run_1/zoom.png
Window x 54 to 94, y 24 to 64 um. Cells in gray, sequential cells in the stronger gray; small squares are vias.
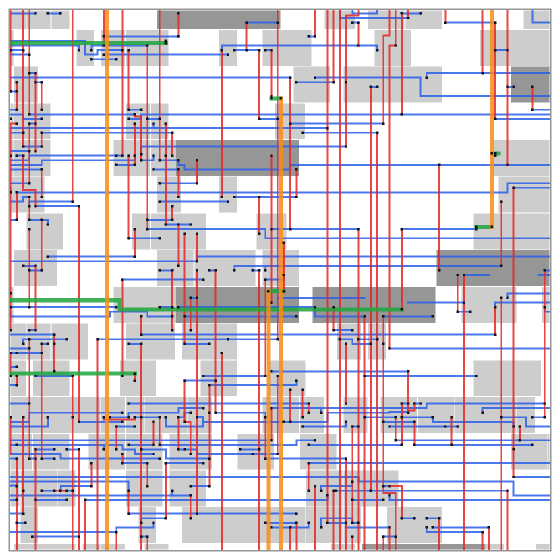
run_1/met3.png
The bar under the picture is 50 um long.
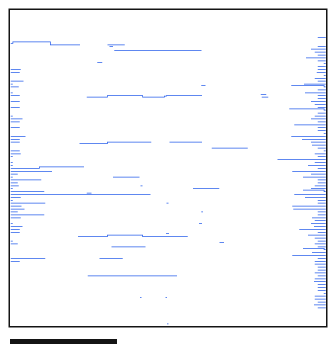
run_1/clock_map.png
The bar under the picture is 50 um long.
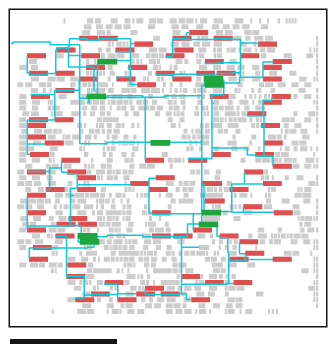
run_1/metal_stack.png
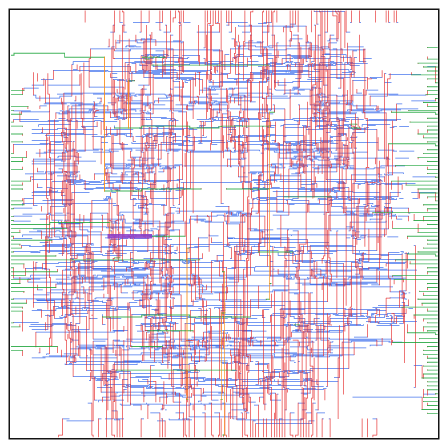
## config.mk

```make
export PLATFORM = sky130hd
export DESIGN_NAME = trap_sequencer
export DESIGN_NICKNAME = d
export VERILOG_FILES = /design/src/rtl/trap_sequencer.sv
export SDC_FILE = /design/constraint.sdc
export NUM_CORES = 1
export LEC_CHECK = 0
export CORE_MARGIN = 3
export CORE_UTILIZATION = 35
export CTS_CLUSTER_SIZE = 24
export DETAILED_ROUTE_END_ITERATION = 16
export PLACE_DENSITY_LB_ADDON = 0.2
export RECOVER_POWER = 50
export SYNTH_ARGS = -nofsm -noshare
export SYNTH_HDL_FRONTEND = slang
export SYNTH_SLANG_ARGS = --single-unit
```

## constraint.sdc

```tcl
create_clock -name clk -period 3.75 [get_ports clk]
set_input_delay 1.125 -clock clk [delete_from_list [all_inputs] [get_ports clk]]
set_output_delay 1.125 -clock clk [all_outputs]
set_load 0.01 [all_outputs]
```

## src/rtl/trap_sequencer.sv

```systemverilog
// trap_sequencer
// Drives the machine-mode CSR file through a trap entry (save mepc/mcause,
// push MIE into MPIE, fetch mtvec) or an MRET (fetch mepc, pop MPIE into MIE).
// When the sequence finishes, it emits a one-cycle fetch redirect.
//
// Ports
//   clk, rst            clock; asynchronous active-low reset
//   trap_req            trap request, with trap_pc / trap_cause (bit 31 = interrupt)
//   mret_req            MRET request
//   csr_addr/wdata/write  CSR write port (initiator side)
//   csr_set/_valid, csr_clear/_valid  unused set/clear ports, tied to 0
//   csr_rdata           combinational read data for csr_addr
//   req_ack             one-cycle pulse in the cycle a request is accepted
//   busy                high whenever the sequencer is not idle
//   redirect_valid/pc   one-cycle fetch redirect; pc is 0 when not valid
//
// Handshake: a request is accepted when it is high while the sequencer is
// idle and out of reset. The requester must hold the request until it sees
// req_ack. A trap outranks an MRET in the same cycle, and the losing MRET is
// dropped.
module trap_sequencer (
    input  logic        clk,
    input  logic        rst,
    input  logic        trap_req,
    input  logic [31:0] trap_pc,
    input  logic [31:0] trap_cause,
    input  logic        mret_req,
    output logic [11:0] csr_addr,
    output logic [31:0] csr_wdata,
    output logic        csr_write,
    output logic [31:0] csr_set,
    output logic        csr_set_valid,
    output logic [31:0] csr_clear,
    output logic        csr_clear_valid,
    input  logic [31:0] csr_rdata,
    output logic        req_ack,
    output logic        busy,
    output logic        redirect_valid,
    output logic [31:0] redirect_pc
);

    typedef enum logic [2:0] {
        IDLE,
        W_EPC,
        W_CAUSE,
        UPD_STATUS,
        RD_TVEC,
        R_EPC,
        R_STATUS,
        REDIRECT
    } state_t;

    localparam logic [11:0] CSR_MSTATUS = 12'h300;
    localparam logic [11:0] CSR_MTVEC   = 12'h305;
    localparam logic [11:0] CSR_MEPC    = 12'h341;
    localparam logic [11:0] CSR_MCAUSE  = 12'h342;

    state_t      state_q, state_d;
    logic [31:0] pc_q, pc_d;
    logic [31:0] cause_q, cause_d;
    logic [31:0] target_q, target_d;
    logic [31:0] rdata_aligned;

    assign rdata_aligned   = {csr_rdata[31:2], 2'b00};
    assign csr_set         = 32'h0;
    assign csr_set_valid   = 1'b0;
    assign csr_clear       = 32'h0;
    assign csr_clear_valid = 1'b0;
    assign busy            = (state_q != IDLE);

    always_ff @(posedge clk or negedge rst) begin
        if (!rst) begin
            state_q  <= IDLE;
            pc_q     <= 32'h0;
            cause_q  <= 32'h0;
            target_q <= 32'h0;
        end else begin
            state_q  <= state_d;
            pc_q     <= pc_d;
            cause_q  <= cause_d;
            target_q <= target_d;
        end
    end

    always_comb begin
        state_d        = state_q;
        pc_d           = pc_q;
        cause_d        = cause_q;
        target_d       = target_q;
        csr_addr       = 12'h0;
        csr_wdata      = 32'h0;
        csr_write      = 1'b0;
        req_ack        = 1'b0;
        redirect_valid = 1'b0;
        redirect_pc    = 32'h0;

        case (state_q)
            IDLE: begin
                // The state register is already IDLE while in reset, so the
                // rst term is what keeps req_ack low during reset.
                if (rst && (trap_req || mret_req)) begin
                    req_ack = 1'b1;
                    pc_d    = trap_pc;
                    cause_d = trap_cause;
                    state_d = trap_req ? W_EPC : R_EPC;
                end
            end
            W_EPC: begin
                csr_addr  = CSR_MEPC;
                csr_wdata = {pc_q[31:2], 2'b00};
                csr_write = 1'b1;
                state_d   = W_CAUSE;
            end
            W_CAUSE: begin
                csr_addr  = CSR_MCAUSE;
                csr_wdata = cause_q;
                csr_write = 1'b1;
                state_d   = UPD_STATUS;
            end
            UPD_STATUS: begin
                // Read-modify-write in a single cycle: MPIE <= MIE, MIE <= 0.
                csr_addr     = CSR_MSTATUS;
                csr_wdata    = csr_rdata;
                csr_wdata[7] = csr_rdata[3];
                csr_wdata[3] = 1'b0;
                csr_write    = 1'b1;
                state_d      = RD_TVEC;
            end
            RD_TVEC: begin
                csr_addr = CSR_MTVEC;
                // Vectored mode only applies to interrupts. The cause*4
                // offset wraps modulo 2^32, so cause bit 30 drops out.
                if (csr_rdata[1:0] == 2'b01 && cause_q[31])
                    target_d = rdata_aligned + {cause_q[29:0], 2'b00};
                else
                    target_d = rdata_aligned;
                state_d = REDIRECT;
            end
            R_EPC: begin
                csr_addr = CSR_MEPC;
                target_d = rdata_aligned;
                state_d  = R_STATUS;
            end
            R_STATUS: begin
                // MIE <= MPIE, MPIE <= 1.
                csr_addr     = CSR_MSTATUS;
                csr_wdata    = csr_rdata;
                csr_wdata[3] = csr_rdata[7];
                csr_wdata[7] = 1'b1;
                csr_write    = 1'b1;
                state_d      = REDIRECT;
            end
            REDIRECT: begin
                redirect_valid = 1'b1;
                redirect_pc    = target_q;
                state_d        = IDLE;
            end
            default: state_d = IDLE;
        endcase
    end

endmodule
```

==> impl_metrics.py, run 1 <==
# Metrics from the implementation run
metrics = {
    "routing": {
        "dr_wl_met2_um": 10200,
        "num_vias": 6310,
        "drt-initial-drc-count": 330,
        "postRouteAntennaNets": 0,
        "routed_via_density": 4.88,
        "wl_per_cell_um": 17.1,
        "drc": 0,
        "first_pass_iters": 4,
        "dr_wl_met3_um": 1250,
        "dr.max_layer_used": "met5",
        "drt-total-wl_um": 22100,
        "wl_met1_um": 10400,
    },
    "layout": {
        "final_common_cell": "clkdlybuf4s50_1",
        "utilization_pct": 50.4,
        "drive_above_1_share_pct": 23.8,
        "comb_cells": 628,
        "n_all_inverters": 8,
        "fin_cells": 1292,
        "nFlopsAndLatches": 95,
        "clkCellAreaFrac_pct": 3.23,
        "comb_share_pct": 43.5,
        "largest_class": "logic gates",
        "design_area_sq_um": 9870,
        "sh_seq_area_pct": 24.1,
        "buffers": 279,
        "n_fill_cell": 1905,
        "clock_buffers": 12,
        "ff_latch_area_sq_um": 2380,
        "syn2layout_area_growth_pct": 40.0,
        "lay_top_cells": "140 x clkdlybuf4s50_1, 104 x buf_4, 93 x dfrtp_1, 91 x mux2_2, 74 x conb_1",
        "buf_share_pct": 25.4,
        "antenna_cells": 1,
        "multi_input_comb_area_sq_um": 4290,
        "fin_nets": 1151,
    },
    "logic_synthesis": {
        "ys_cells": 783,
        "postSynthSeqShare_pct": 33.7,
        "ys_warn_count": 0,
        "synth_cell_type_count": 53,
        "top_area_share_pct": 33.7,
        "syn_inst": 783,
        "ys_ff": 95,
        "top_cells_by_area": "dfrtp_1 34%, mux2_2 15%, buf_4 8.0%, ha_1 5.1%, o21ai_0 4.7%",
        "syn_area_sq_um": 7050,
        "avgSynthCellArea_sq_um": 9.00,
        "yosysChipArea_sq_um": 7050,
        "synth-edff-count": 0,
        "synth.largest_area_cell": "dfrtp_1",
        "ys.flop_type": "dfrtp_1",
        "async_flop_share_pct": 100,
    },
    "sta": {
        "period_minus_slack_ps": 3680,
        "slew_headroom_pct": 11.9,
        "final-setup-viol-count": 0,
        "drv_slew": 0,
        "skew_ps": 7.69,
        "tightest_slew_ps": 1320,
        "tns_ps": 0,
        "fmax_mhz": 272,
        "finalClockPeriodUsage_pct": 98.2,
        "rsz0062_at_grt": "yes",
        "hold_viol": 0,
    },
    "power_and_ir_drop": {
        "ir_worst_vdd_uv": 342,
        "swShare_pct": 41.1,
        "switchingPower_uw": 3290,
        "p_seq_share_pct": 23.8,
        "comb_power_share_pct": 63.7,
        "pwr_density_cell_nw_per_um2": 811,
        "leakagePower_uw": 0.00443,
        "p_int_uw": 4710,
    },
    "setup_path": {
        "critPathBufInv": 3,
        "rr_worst_depth": 13,
        "crit_type": "in -> out",
        "crit_fanout": 3,
        "crit_arrival_ps": 2560,
        "crit_chain": "clkdlybuf4s50_1 > buf_4 > mux2_2 > a22oi_1 > o21ai_0 > dlygate4sd2_1",
        "slowest_stage": "clkdlybuf4s50_1",
        "reg2reg_slack_ps": 710,
        "cp.required_ps": 2620,
        "crit_path_end_kind": "output pin",
        "setup.worst_path.start_class": "input pin",
        "critical-path-max-stage-delay_ps": 460,
        "r2r-start": "cause_q[0]",
        "r2r_end": "target_q[28]",
        "path_delay_family": "buffers and inverters",
    },
    "die": {
        "initCoreUtil_pct": 36.0,
        "rows": 51,
        "die_w_um": 148,
        "die_h_um": 148,
        "chipArea_sq_um": 21900,
        "n_tap_cell": 265,
        "ios": 246,
        "coreArea_sq_um": 19600,
    },
    "global_route": {
        "grt_pass1_wl_um": 34500,
        "grt_pass1_vias": 6348,
        "antenna_found_initial": 2,
        "grt_max_degree": 63,
        "gr-total-overflow": 0,
        "grt_usage_pct": 19.9,
    },
    "clocking": {
        "clk_pin_slew_worst_paths_ps": 70,
        "cts_sinks": 95,
        "cts-htree-levels": 3,
        "clockBufferDepth": 2,
        "cts_tree": "built",
        "ctsRootBufferMaster": "clkbuf_16",
        "cts_buffers": 9,
    },
    "place": {
        "portBuffers": 169,
        "routabilityCongestion": 0.885,
        "post-dp-hpwl_um": 16100,
        "placed_area_sq_um": 9410,
        "dp_cells": 1270,
    },
    "hold_path": {
        "min_from": "target_q[15]",
        "hold_depth": 2,
        "hp-class": "reg -> reg",
        "worstHoldEndpoint": "target_q[15]",
    },
    "run_status": {
        "outcome": "complete, no violations",
    },
    "run": {
        "tool_warnings": 29,
        "maxCapViolations": 0,
    },
}
Back to the opening pictures, zoom.png:
blue -> met1
red -> met2
green -> met3
orange -> met4
netlist names of flops here include = target_q (3)
cells with their middle in the window = 86
sequential cells in the window = 5
most frequent = buf_4 (20), a21oi_1 (8), nand2_1 (6)

Back to the opening pictures, met3.png:
wire length on this layer = 1250 um
main direction = horizontal
share of all routed wire = 5.7%
nets with wire on the layer = 155
longest straight run = 65.1 um

Back to the opening pictures, clock_map.png:
green -> cells driving clock nets  # count 9
cyan -> clock wires  # length 1550 um
red -> flip-flops  # count 95
flops lie = spread over the die
clk latency late pin: 350 ps
clock share of power: 12.5%

Back to the opening pictures, metal_stack.png:
orange -> met4  # wire length 271 um
green -> met3  # wire length 1250 um
blue -> met1  # wire length 10400 um
purple -> met5  # wire length 13.8 um
red -> met2  # wire length 10200 um

## run 1: per-stage QoR
step / hold WS [ps] / power, uW / setup WS (ps)
6_report: 477 / 8010 / 68.5
5_1_grt: 506 / 8660 / -17.3
4_1_cts: 480 / 8000 / 2.58
3_5_place_dp: 464 / 6960 / -696
3_3_place_gp: 457 / 6900 / -651
2_1_floorplan: 441 / 4780 / 25.1
## run 1: worst max path at each step
stage,startpoint,endpoint,slack (ps),depth (start not counted)
finish,csr_rdata[10],csr_wdata[10],70,6
global route,csr_rdata[7],target_q[28],-20,13
CTS,csr_rdata[5],target_q[26],3,13
detailed placement,csr_rdata[2],target_q[28],-700,14
global placement,csr_rdata[2],target_q[28],-650,14
floorplan,csr_rdata[2],target_q[28],30,11
## run 1: synth_stat cells, types with 3 or more instances
| cell | n |
|---|---|
| ha_1 | 29 |
| buf_1 | 6 |
| nor2_1 | 42 |
| xnor2_1 | 10 |
| buf_4 | 75 |
| inv_1 | 8 |
| a21oi_1 | 54 |
| a31oi_1 | 7 |
| a21o_1 | 13 |
| a211oi_1 | 7 |
| nand2b_1 | 4 |
| o21ai_0 | 66 |
| nand2_1 | 72 |
| xor2_1 | 12 |
| nor2b_1 | 7 |
| nand3_1 | 7 |
| a311oi_1 | 3 |
| and3_1 | 6 |
| o21bai_1 | 5 |
| a22oi_1 | 28 |
| nor3_1 | 12 |
| nand4_1 | 3 |
| dfrtp_1 | 95 |
| and2_1 | 34 |
| o21a_1 | 6 |
| mux2_2 | 91 |
| o211ai_1 | 3 |
| mux2i_1 | 6 |
| clkbuf_1 | 43 |
## run 1: worst min-delay path, cell delays in order, from the launching register on
cell and delay, ps:
dfrtp_1 340, nand2_1 40, o21ai_0 60
## run 1: timing repair
action,in CTS,in global routing
gates resized,34,22
buffers inserted,3,3
pin swaps,10,11
hold buffers,0,0
setup endpoints to repair,30,17
## run 1: power by group through the flow
| stage | logic [uW] | clock network [uW] | registers, uW |
|---|---|---|---|
| 2_1_floorplan | 3020 | 0 | 1750 |
| 3_3_place_gp | 4990 | 0 | 1910 |
| 3_5_place_dp | 5040 | 0 | 1920 |
| 4_1_cts | 5060 | 1030 | 1910 |
| 5_1_grt | 5600 | 1080 | 1980 |
| 6_report | 5100 | 1000 | 1900 |
## run 1: metal layers
layer / track usage, % / vias to the layer above
met1: 27.2 / 3015
met2: 33.0 / 179
li1: - / 3097
met4: 4.02 / 2
met5: 0 / -
met3: 4.17 / 17
## run 1: logic make-up (layout without fill, tap and decap cells)
logic type	count (synthesis)	after routing	share of synthesized area, %
AND-OR/OR-AND	209	209	18.4
XOR/XNOR	22	22	2.73
multiplexers	97	97	15.4
adder cells (fa/ha/maj)	30	30	5.43
flip-flops	95	95	33.7
buffers and inverters	133	303	11.1
other	1	75	0.0532
AND/OR/NAND/NOR	196	196	13.1
## run 1: sequential cells by signal (all words and copies together), names as in the netlist
name / cells
pc_q: 30
state_q: 3
cause_q: 32
target_q: 30
--- run 2 (diff from run 1) ---
- CORE_MARGIN: 3 -> 2
- clock period: 3.75 -> 4.3 ns (I/O delays scaled with it)
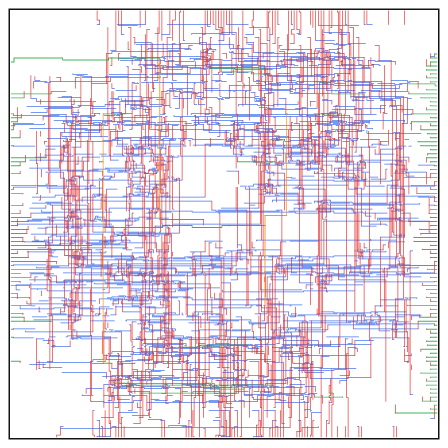
run_2/metal_stack.png
orange -> met4  # wire length 205 um
green -> met3  # wire length 1060 um
red -> met2  # wire length 9600 um
blue -> met1  # wire length 9960 um
GRT Total Usage: 19.5%
Routed WL per cell: 16.7 um
final WL: 20800 um
via count: 6175

==> run 2 against run 1 <==
Compared with the run above:
- die area is 2.7% lower
- the flow now finishes with violations (capacitance limit, slew limit)
- critical endpoint is now target_q[26]
- global-route usage shrank 0.45 points
- power decreased by 16%
==> impl_metrics.py, run 2 <==
# Metrics from the implementation run
metrics = {
    "run_status": {
        "outcome": "complete, but fails checks",
        "violations": "capacitance limit, slew limit",
    },
    "layout": {
        "fin_nets": 1104,
        "final_common_cell": "clkdlybuf4s50_1",
        "drive_above_1_share_pct": 18.7,
        "largest_register": "cause_q",
        "utilization_pct": 48.0,
        "syn2layout_area_growth_pct": 33.5,
        "top_regs": "cause_q (32), pc_q (30), target_q (30)",
        "lay_top_cells": "167 x clkdlybuf4s50_1, 93 x dfrtp_1, 91 x mux2_2, 74 x conb_1, 72 x nand2_1",
    },
    "setup_path": {
        "r2r_end": "target_q[13]",
        "rr_worst_depth": 8,
        "startpoint": "csr_rdata[2]",
        "cp.required_ps": 4580,
        "crit_arrival_ps": 4490,
        "setup.worst_path.start_class": "input pin",
        "reg2reg_slack_ps": 560,
        "crit_fanout": 3,
        "crit_type": "in -> reg",
        "critical-path-max-stage-delay_ps": 450,
        "r2r-start": "state_q[0]",
        "crit_end": "target_q[26]",
    },
    "clocking": {
        "clockBufferDepth": 2,
        "clock_latency_ps": 350,
        "cts_resized": 0,
        "cts-htree-levels": 3,
        "hold_buffers": 0,
        "post-cts-setup-buffer-count": 0,
    },
    "die": {
        "rows": 51,
        "chipArea_sq_um": 21300,
        "initCoreUtil_pct": 36.0,
        "coreArea_sq_um": 19600,
    },
    "routing": {
        "drt-initial-drc-count": 320,
        "first_pass_iters": 4,
        "postRouteAntennaNets": 0,
        "drc": 0,
    },
    "logic_synthesis": {
        "ys_cells": 783,
        "synthMostInstantiatedCell": "dfrtp_1",
        "ys_warn_count": 0,
        "async_flop_share_pct": 100,
        "yosysChipArea_sq_um": 7050,
        "synth_cell_type_count": 53,
        "ys.flop_type": "dfrtp_1",
        "syn_inst": 783,
        "ys_ff": 95,
        "synth-edff-count": 0,
    },
    "hold_path": {
        "hp-class": "reg -> reg",
    },
    "global_route": {
        "gr-total-overflow": 0,
        "grtUsageMet3_pct": 3.29,
        "busiest_layer": "met2",
        "antenna_found_initial": 0,
        "grt_pass1_vias": 5996,
    },
    "sta": {
        "fmax_mhz": 238,
        "tightest_slew_ps": 1820,
        "hold_viol": 0,
        "period_minus_slack_ps": 4200,
        "drv_slew": 113,
        "final-setup-viol-count": 0,
        "rsz0062_at_grt": "no",
        "finalClockPeriodUsage_pct": 97.8,
    },
    "power_and_ir_drop": {
        "leakagePower_uw": 0.00405,
        "ir_worst_vdd_uv": 334,
        "pwr_density_cell_nw_per_um2": 716,
    },
    "place": {
        "dp_cells": 1228,
        "portBuffers": 169,
        "post-dp-hpwl_um": 15400,
    },
    "run": {
        "maxCapViolations": 2,
    },
}
[run 2: power by group]
part / total [uW] / internal [uW] / switching [uW]
Sequential: 1660 / 1340 / 316
Combinational: 4180 / 2110 / 2060
Clock: 907 / 541 / 366
Total: 6740 / 3990 / 2750
[run 2: kinds of logic (layout without fill, tap and decap cells)]
group,Yosys count,in the layout,share of synthesized area [%]
AOI/OAI and AO/OA,209,209,18.4
DFF,95,95,33.7
buffers and inverters,133,256,11.1
xor gates and xnor gates,22,22,2.73
other,1,75,0.0532
muxes,97,97,15.4
adders and majority gates,30,30,5.43
and+or+nand+nor,196,196,13.1
[run 2: worst min path at each step]
stage	end	slack (ps)	cells past startpoint
after floorplan	target_q[26]	440	1
after global placement	target_q[11]	450	2
after detailed placement	target_q[11]	460	2
after CTS	target_q[7]	480	2
after global routing	target_q[18]	510	2
final	target_q[18]	470	2
[run 2: per-layer routing]
metal  share of wire, %  vias up  wire length (um)
li1                   -     3018                 -
met5                  0        -                 0
met2                 46      199              9600
met4               0.98        0               205
met1                 48     2945              9960
met3                5.1       13              1060
[run 2: final cells by class]
type	instances	area, sq um	share of cell area, %
timing repair buffer	232	2150	22.8
clock buffer	11	253	2.69
inverter	8	30.0	0.319
sequential	95	2380	25.3
tap	265	332	3.52
multi-input combinational	628	4180	44.5
antenna	1	2.50	0.0266
clock inverter	5	80.1	0.851
[run 2: worst max-delay path: cells and delay by family]
kind,cells,cell delay [ps]
buffers and inverters,3,780
adders and majority gates,2,640
AOI/OAI and AO/OA,9,1790
[run 2: stage by stage]
step / hold slack, ps / setup TNS (ps) / power [uW] / instance area (sq um) / worst slack [ps]
2_1_floorplan: 441 / 0 / 4170 / 7320 / 410
3_3_place_gp: 455 / -928 / 5820 / 9090 / -318
3_5_place_dp: 462 / -717 / 5850 / 9090 / -288
4_1_cts: 478 / 0 / 6800 / 9430 / 38.6
5_1_grt: 506 / 0 / 7270 / 9410 / 7.68
6_report: 472 / 0 / 6740 / 9410 / 96.5
--- run 3 (diff from run 2) ---
- PLACE_DENSITY: default -> 0.74
- PLACE_DENSITY_LB_ADDON: 0.2 -> default
- RECOVER_POWER: 50 -> default
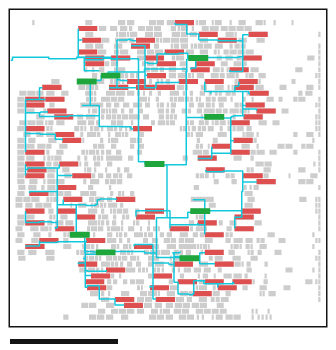
run_3/clock_map.png
The bar under the picture is 50 um long.
cyan -> clock wires  # length 1400 um
red -> flip-flops  # count 95
green -> cells driving clock nets  # count 9
flops lie = spread over the die
routed clock nets = 10
clock share of power: 13.1%
total clock network power: 875 uW
Worst Skew: 10.2 ps

==> run 3 against run 2 <==
Compared with the run above:
- the flow now finishes without violations
- power decreased by 0.95%
- sequential power about the same
- register-to-register slack improved by 650 ps
- critical path type is now in -> out
- highest routed layer unchanged
==> impl_metrics.py, run 3 <==
# Metrics from the implementation run
metrics = {
    "run_status": {
        "outcome": "complete, no violations",
    },
    "sta": {
        "hold_viol": 0,
        "fmax_mhz": 235,
        "final-setup-viol-count": 0,
        "tightest_slew_ps": 953,
        "finalClockPeriodUsage_pct": 98.8,
        "period_minus_slack_ps": 4250,
        "drv_slew": 0,
    },
    "layout": {
        "largest_register": "cause_q",
        "top_regs": "cause_q (32), pc_q (30), target_q (30)",
        "n_fill_cell": 1868,
        "largest_register_ffs": 32,
        "lay_top_cells": "167 x clkdlybuf4s50_1, 94 x dfrtp_1, 91 x mux2_2, 74 x conb_1, 72 x nand2_1",
        "drive_above_1_share_pct": 17.9,
        "fin_nets": 1091,
        "final_common_cell": "clkdlybuf4s50_1",
        "ff_latch_area_sq_um": 2380,
        "multi_input_comb_area_sq_um": 4190,
        "syn2layout_area_growth_pct": 32.2,
        "antenna_cells": 0,
    },
    "setup_path": {
        "crit_fanout": 2,
        "critical-path-max-stage-delay_ps": 620,
        "setup.worst_path.start_class": "input pin",
        "crit_type": "in -> out",
        "crit_path_end_kind": "output pin",
        "crit_chain": "clkdlybuf4s50_1 > mux2_2 > a22oi_1 > o21ai_0 > clkdlybuf4s50_1",
        "slowest_stage": "clkdlybuf4s50_1",
        "crit_arrival_ps": 2960,
    },
    "routing": {
        "drt-initial-drc-count": 356,
        "first_pass_iters": 5,
        "drc": 0,
        "num_vias": 6258,
        "postRouteAntennaNets": 0,
        "wl_per_cell_um": 17.1,
        "drt-total-wl_um": 21100,
    },
    "logic_synthesis": {
        "synth.largest_area_cell": "dfrtp_1",
        "ys_cells": 783,
        "syn_area_sq_um": 7050,
        "ys_warn_count": 0,
        "top_cells_by_area": "dfrtp_1 34%, mux2_2 15%, buf_4 8.0%, ha_1 5.1%, o21ai_0 4.7%",
        "avgSynthCellArea_sq_um": 9.00,
        "postSynthSeqShare_pct": 33.7,
        "top_area_share_pct": 33.7,
        "common_cells": "95 x dfrtp_1, 91 x mux2_2, 75 x buf_4, 72 x nand2_1, 66 x o21ai_0",
        "synth_cell_type_count": 53,
        "synthMostInstantiatedCell": "dfrtp_1",
        "synth-edff-count": 0,
        "yosysChipArea_sq_um": 7050,
        "async_flop_share_pct": 100,
        "ys_ff": 95,
    },
    "die": {
        "die_w_um": 146,
        "rows": 51,
        "chipArea_sq_um": 21300,
        "die_h_um": 146,
        "initCoreUtil_pct": 36.0,
        "ios": 246,
        "coreArea_sq_um": 19600,
    },
    "run": {
        "maxCapViolations": 0,
        "tool_warnings": 28,
    },
    "global_route": {
        "grt_max_degree": 63,
        "antenna_found_initial": 0,
        "gr-total-overflow": 0,
        "grt_pass1_wl_um": 33100,
        "grt_usage_pct": 19.6,
        "grt_pass1_vias": 6099,
    },
    "power_and_ir_drop": {
        "leakagePower_uw": 0.00400,
        "p_int_uw": 3900,
        "ir_worst_vdd_uv": 350,
        "comb_power_share_pct": 61.6,
        "pwr_density_cell_nw_per_um2": 717,
        "p_seq_share_pct": 25.3,
        "switchingPower_uw": 2780,
        "swShare_pct": 41.6,
    },
    "place": {
        "portBuffers": 169,
        "dp_cells": 1215,
        "routabilityCongestion": 0.886,
        "post-dp-hpwl_um": 15500,
    },
    "clocking": {
        "cts-htree-levels": 3,
        "clock_latency_ps": 350,
        "cts_sinks": 95,
        "clockBufferDepth": 2,
        "ctsRootBufferMaster": "clkbuf_16",
        "cts_tree": "built",
        "cts_buffers": 9,
        "post-cts-setup-buffer-count": 0,
    },
    "hold_path": {
        "hp-class": "reg -> reg",
    },
}
[run 3: power groups by stage]
| stage | clock, uW | combinational (uW) | sequential, uW |
|---|---|---|---|
| final | 875 | 4110 | 1690 |
| after floorplan | 0 | 2640 | 1530 |
| after global placement | 0 | 4000 | 1690 |
| after detailed placement | 0 | 4070 | 1710 |
| after global routing | 928 | 4490 | 1750 |
| after CTS | 892 | 4100 | 1690 |
[run 3: metal layers]
metal | vias up | global-route usage [%] | share of wire (%)
li1 | 2986 | - | -
met1 | 3027 | 25.8 | 46
met2 | 219 | 31.8 | 46
met3 | 26 | 5.20 | 6.1
met4 | 0 | 5.34 | 1.4
met5 | - | 0 | 0
[run 3: through the flow]
stage / instance area (sq um) / power [uW] / util, % / setup WS [ps] / setup TNS (ps)
2_1_floorplan: 7320 / 4170 / - / 410 / 0
3_3_place_gp: 8980 / 5690 / 45.9 / -252 / -475
3_5_place_dp: 8980 / 5780 / 45.9 / -287 / -559
4_1_cts: 9300 / 6690 / 47.5 / 37.7 / 0
5_1_grt: 9310 / 7170 / 47.5 / 6.01 / 0
6_report: 9310 / 6680 / 47.5 / 50.1 / 0
[run 3: kinds of logic (layout without fill, tap and decap cells)]
logic type	after synthesis	after routing	synth area share, %
buf+inv	133	243	11.1
mux	97	97	15.4
simple gates	196	196	13.1
flops	95	95	33.7
compound gates	209	209	18.4
fa+ha+maj	30	30	5.43
xor+xnor	22	22	2.73
other cells	1	74	0.0532
[run 3: final timing paths]
kind                            depth (start not counted)  slack (ps)          start       endpoint
worst max-delay path                                    5          50  csr_rdata[31]  csr_wdata[31]
worst max register to register                         12        1210     cause_q[0]   target_q[28]
min in group asynchronous                               2        1020            rst        pc_q[2]
worst min-delay path                                    2         480   target_q[17]   target_q[17]
max in group asynchronous                               3        2050            rst   target_q[18]
worst min register to register                          2         480   target_q[17]   target_q[17]
[run 3: repair_timing]
action	4_1_cts	5_1_grt
resized	0	4
hold buffers	0	0
endpoints found under the setup margin	0	3
[run 3: cell type report]
type | count | area share (%)
Clock buffer | 10 | 2.46
Sequential cell | 95 | 25.5
Clock inverter | 6 | 0.913
Tap cell | 265 | 3.56
Timing Repair Buffer | 219 | 22.2
Inverter | 8 | 0.322
Multi-Input combinational cell | 628 | 45.0
[run 3: critical path: cells and delay by family]
family	cells	cell delay, ps
muxes	1	150
AOI/OAI and AO/OA	2	420
buffers and inverters	2	1100
No activity file was given, so power comes from the tool's default toggle rates.
